File: src/rtl/wisc_pkg.sv
// rtl/wisc_pkg.sv - shared opcode/condition encodings and flag-write opcode masks
package wisc_pkg;

  typedef enum logic [3:0] {
    OP_ADD    = 4'b0000,
    OP_SUB    = 4'b0001,
    OP_XOR    = 4'b0010,
    OP_RED    = 4'b0011,
    OP_SLL    = 4'b0100,
    OP_SRA    = 4'b0101,
    OP_ROR    = 4'b0110,
    OP_PADDSB = 4'b0111
  } opcode_e;

  typedef enum logic [2:0] {
    COND_NE     = 3'b000,
    COND_EQ     = 3'b001,
    COND_GT     = 3'b010,
    COND_LT     = 3'b011,
    COND_GTE    = 3'b100,
    COND_LTE    = 3'b101,
    COND_OVFL   = 3'b110,
    COND_UNCOND = 3'b111
  } cond_e;

  // Bit k set means opcode k writes the flag group; upper opcodes write nothing.
  localparam logic [15:0] FLAG_ALL_OPS = 16'h0003;
  localparam logic [15:0] FLAG_Z_OPS   = 16'h0077;

endpackage

File: src/rtl/cond_eval.sv
// rtl/cond_eval.sv - combinational branch-condition resolver over Z/V/N
module cond_eval
  import wisc_pkg::*;
(
  input  cond_e cond,
  input  logic  z,
  input  logic  v,
  input  logic  n,
  output logic  taken
);

  always_comb begin
    taken = 1'b0;
    case (cond)
      COND_NE:     taken = ~z;
      COND_EQ:     taken = z;
      COND_GT:     taken = ~z & ~n;
      COND_LT:     taken = n;
      COND_GTE:    taken = z | ~n;
      COND_LTE:    taken = n | z;
      COND_OVFL:   taken = v;
      COND_UNCOND: taken = 1'b1;
      default:     taken = 1'b0;
    endcase
  end

endmodule

File: src/rtl/flag_unit.sv
// rtl/flag_unit.sv - EX-stage Z/V/N flag register, bypassed branch resolve, overflow counter
module flag_unit
  import wisc_pkg::*;
#(
  parameter int CNT_W = 8
) (
  input  logic             clk,
  input  logic             rst,
  input  logic             ex_valid,
  input  logic [3:0]       ex_opcode,
  input  logic [15:0]      alu_result,
  input  logic             alu_ovfl,
  input  logic             stall,
  input  logic             flush,
  input  logic             br_valid,
  input  logic [2:0]       br_cond,
  output logic             flag_z,
  output logic             flag_v,
  output logic             flag_n,
  output logic             br_taken,
  output logic [CNT_W-1:0] ovfl_cnt
);

  localparam logic [CNT_W-1:0] CNT_MAX = '1;

  logic update;
  logic wr_all;
  logic wr_z;
  logic nz;
  logic nv;
  logic nn;
  logic cond_taken;

  // Flush outranks stall: a squashed instruction never reaches the flags.
  assign update = ex_valid & ~stall & ~flush;
  assign wr_all = update & FLAG_ALL_OPS[ex_opcode];
  assign wr_z   = update & FLAG_Z_OPS[ex_opcode];

  // Next-state values double as the same-cycle bypass for the branch in ID.
  assign nz = wr_z   ? (alu_result == 16'h0000) : flag_z;
  assign nn = wr_all ? alu_result[15]           : flag_n;
  assign nv = wr_all ? alu_ovfl                 : flag_v;

  always_ff @(posedge clk) begin
    if (rst) begin
      flag_z   <= 1'b0;
      flag_v   <= 1'b0;
      flag_n   <= 1'b0;
      ovfl_cnt <= '0;
    end else begin
      flag_z <= nz;
      flag_v <= nv;
      flag_n <= nn;
      if (wr_all && alu_ovfl && (ovfl_cnt != CNT_MAX)) begin
        ovfl_cnt <= ovfl_cnt + 1'b1;
      end
    end
  end

  cond_eval u_cond_eval (
    .cond  (cond_e'(br_cond)),
    .z     (nz),
    .v     (nv),
    .n     (nn),
    .taken (cond_taken)
  );

  assign br_taken = br_valid & cond_taken & ~rst;

endmodule

File: config.mk
export PLATFORM = sky130hd
export DESIGN_NAME = flag_unit
export DESIGN_NICKNAME = d
export VERILOG_FILES = /design/src/rtl/wisc_pkg.sv /design/src/rtl/cond_eval.sv /design/src/rtl/flag_unit.sv
export SDC_FILE = /design/constraint.sdc
export NUM_CORES = 1
export LEC_CHECK = 0
export ABC_AREA = 1
export CAP_MARGIN = 20
export CORE_ASPECT_RATIO = 1.5
export CORE_MARGIN = 5
export CORE_UTILIZATION = 30
export DETAILED_ROUTE_END_ITERATION = 8
export PLACE_DENSITY = 0.66
export SLEW_MARGIN = 30
export SYNTH_ARGS = -nofsm -noshare
export SYNTH_HDL_FRONTEND = slang
export SYNTH_SLANG_ARGS = --single-unit
File: constraint.sdc
create_clock -name clk -period 2.9 [get_ports clk]
set_clock_uncertainty 0.15 [all_clocks]
set_input_delay 0.435 -clock clk [delete_from_list [all_inputs] [get_ports clk]]
set_output_delay 0.435 -clock clk [all_outputs]
set_load 0.05 [all_outputs]
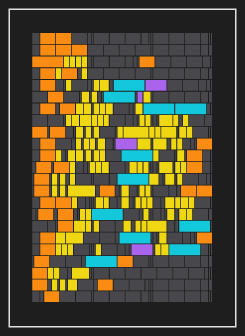
**Above:** placed cells, one colour a class.
Fill, decap, tap and diode cells in grey.
[cyan] registers | cells: 11
[orange] remaining buffers and delay cells | cells: 41
[purple] clock drivers and dummy loads | cells: 4
[yellow] remaining logic cells | cells: 116

==> out/qor.yml <==
layout:
  area_growth_pct: 62.1
  final_nets: 204
  num_antenna_cells: 0
  regArea_sq_um: 220
  logic_area_sq_um: 504
  fill_cells: 257
  fin_util_pct: 49.5
  drive_gt1_share_pct: 8.72
sta:
  finalClockPeriodUsage_pct: 92.3
  setup-violations-final: 0
  fin_setup_tns_ns: 0
  hold_ws_ns: 0.344
  max_freq_mhz: 374
  max-slew-margin-rel_pct: 65.0
  slew_viol_final: 0
  finalHoldViolations: 0
  worst_slew_pin_slew_ns: 0.523
  fin_crit_ns: 2.68
  grt_setup_unrepaired: "false"
logic_synthesis:
  syn_area_per_cell_sq_um: 6.20
  postSynthSeqShare_pct: 27.5
  topCellsByArea: "dfxtp_1, nand2_1, nor2_1, inv_1, a21oi_1"
  syn_inst: 129
  yosysTopAreaCell: "dfxtp_1"
  fp_nets: 160
  synth-seq-cells: 11
  top_area_share_pct: 27.5
  syn-cell-area_sq_um: 800
  ys_area_sq_um: 800
  yosys-stat-cells: 129
  yosys_warnings: 0
die:
  rows: 23
  fp.coreArea_sq_um: 2620
  die_x_um: 52.2
  die_h_um: 73.2
  initCoreUtil_pct: 30.5
  io_pins: 42
  die_area_sq_um: 3820
route:
  drcViolationCount: 0
  first_iter_violations: 11
  ant_nets: 0
  wl_per_cell_um: 10.4
  drt_wl_total_mm: 2.18
  vias: 934
  vias_per_cell: 4.47
global_route:
  grt_pass1_wl_mm: 3.60
  grt-ovfl-total: 0
  grt_pass1_vias: 912
  grt_max_degree: 12
  track_usage_pct: 12.3
  antenna_found_initial: 0
clock_network:
  hold_buffers: 0
  cts_made_buffers: 3
  postCtsSetupRepairBufs: 0
  clkSlewWorstSetupHoldPaths_ns: 0.05
  cts_tree: "done"
  root_buffer: "clkbuf_8"
  post_cts_resized: 0
  cts.sinks: 11
  clk_latency_ns: 0.24
  clockBufferDepth: 2
critical_path:
  cp_slowest_stage_delay_ns: 0.46
  r2r_start: "ovfl_cnt[1]"
  cp_common_cell: "nor2_1"
  worstPathCellList: "clkdlybuf4s50_1, nor2_1, nand2_1, nor2_1, or2_1, nand3_1, nand2_1, nor2_1, a21oi_1, buf_12"
  path_class: "input port to primary output"
  crit_buf_inv: 2
  rr_worst_depth: 8
  path_depth: 10
  slowest_stage: "clkdlybuf4s50_1"
  critical_path.max_fanout: 3
  crit_family: "simple AND/OR/NAND/NOR gates"
  cp.arrival_ns: 2.09
  end_kind: "primary output"
  crit_required_ns: 2.32
  rrSetupSlack_ns: 1.29
  start_kind: "input port"
  rr_endpoint: "ovfl_cnt[3]"
run:
  tool_warnings: 26
  drv_cap: 0
pwr:
  internal_power_w: 0.000297
  seq_power_share_pct: 39.5
  power_frac_comb_pct: 20.9
  p_switching_w: 0.0000913
  p_leak_nw: 0.503
  swShare_pct: 23.5
  vdd_drop_max_mv: 0.162
  p_clk_share_pct: 39.6
  power.density_nw_per_um2: 299
run_status:
  status: "finished clean"
placement:
  port_buffers: 41
  globalplace.congestion: 0.942
  dp_hpwl_mm: 1.88
worst_hold_path:
  hp-start: "flag_v"
  min_path_type: "register to register"
  min_to: "flag_v"
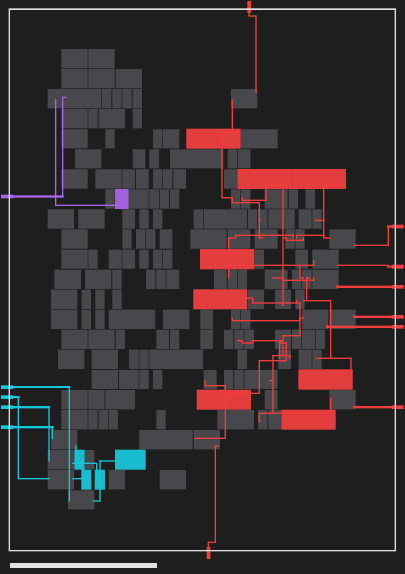
**Above:** I/O nets highlighted.
The bar under the picture is 20 um long.
[purple] `br_taken` | bits: 1 | direction: output | end cells: 1 | buffers: 1 | wire: 43.1 um
[red] `ovfl_cnt` | bits: 8 | direction: output | end cells: 8 | buffers: 8 | wire: 292 um
[cyan] `ex_opcode` | bits: 4 | direction: input | end cells: 4 | buffers: 4 | wire: 75.8 um

through the flow:
step,std cells,power [W],setup slack [ns],cell area (sq um)
global route,209,0.000406,0.0210,1300
finish,209,0.000388,0.224,1300
global placement,205,0.000236,0.333,1250
detailed placement,205,0.000238,0.236,1250
floorplan,129,0.000186,0.513,800
CTS,209,0.000396,0.219,1300
sequential cells by signal, summed over array words and instances, names as in the netlist:
name / cells
ovfl_cnt: 8
flag_n: 1
flag_v: 1
flag_z: 1
worst register-to-register path: cells and delay by family, from the launching register on:
kind                     cells  cell delay, ns
flip-flops                   1            0.39
AND/OR/NAND/NOR              3            0.29
adder cells (fa/ha/maj)      1            0.22
AND-OR/OR-AND                2            0.20
buffers and inverters        2            0.25
how the worst max path moves through the flow:
stage,startpoint,end,slack (ns)
6_report,flush,br_taken,0.22
5_1_grt,flush,br_taken,0.02
4_1_cts,flush,br_taken,0.22
3_5_place_dp,flush,br_taken,0.24
3_3_place_gp,flush,br_taken,0.33
2_1_floorplan,ex_opcode[1],br_taken,0.51
metal layers:
metal  track usage (%)  vias up  wire length (um)
met5                 0        -                 0
met4              7.39        0                68
met3              3.68        9               183
met2              21.7       38              1080
met1              12.5      392               845
li1                  -      495                 -
layout by cell type, fill, tap and decap left out:
master           count
or2_1                1
nand2_1             34
o21ai_1              2
clkbuf_8             3
clkbuf_1             1
o21bai_1             1
nand4_1              2
a21oi_1              7
nor2_4               2
xor2_1               2
nand3b_1             1
ha_1                 1
o21ai_0              5
buf_12               1
a21oi_4              1
nand3_1              6
nor3_2               1
inv_1               14
o21ai_2              1
clkdlybuf4s50_1     40
nor3_1               4
nor2_2               1
nand3_4              1
xnor2_1              1
nand2_2              2
nor2_1              24
inv_2                2
dfxtp_1             11
cells in the mapped netlist:
library cell  instances
nor3_1                4
o21ai_0               5
inv_2                 2
a21oi_4               1
nand3_4               1
nor3_2                1
nor2_1               24
nand2_2               2
or2_1                 1
nor2_2                1
o21ai_2               1
o21ai_1               2
buf_6                 1
ha_1                  1
inv_1                14
o21bai_1              1
nor2_4                2
xor2_1                2
nand3_1               6
dfxtp_1              11
xnor2_1               1
nand3b_1              1
a21oi_1               7
nand4_1               2
clkbuf_1              1
nand2_1              34
cell families after synthesis:
logic type                 count (synthesis)  synth area share, %
xor gates and xnor gates                   3                 3.29
buffers and inverters                     18                 9.39
and+or+nand+nor                           79                 45.4
adders and majority gates                  1                 1.56
AOI/OAI and AO/OA                         17                 12.8
DFF                                       11                 27.5
final cells by class:
cell class | instances | share of cell area (%)
Tap cell | 37 | 3.57
Timing Repair Buffer | 41 | 32.4
Sequential cell | 11 | 17.0
Clock buffer | 4 | 3.47
Inverter | 16 | 4.63
Multi-Input combinational cell | 100 | 38.9
power groups by stage:
stage	registers [W]	logic (W)	clock network, W
floorplan	0.000159	0.0000265	0
global placement	0.000156	0.0000798	0
detailed placement	0.000156	0.0000816	0
CTS	0.000153	0.0000818	0.000161
global route	0.000153	0.0000880	0.000165
finish	0.000153	0.0000812	0.000154
Power is estimated from default activity; no workload was simulated.
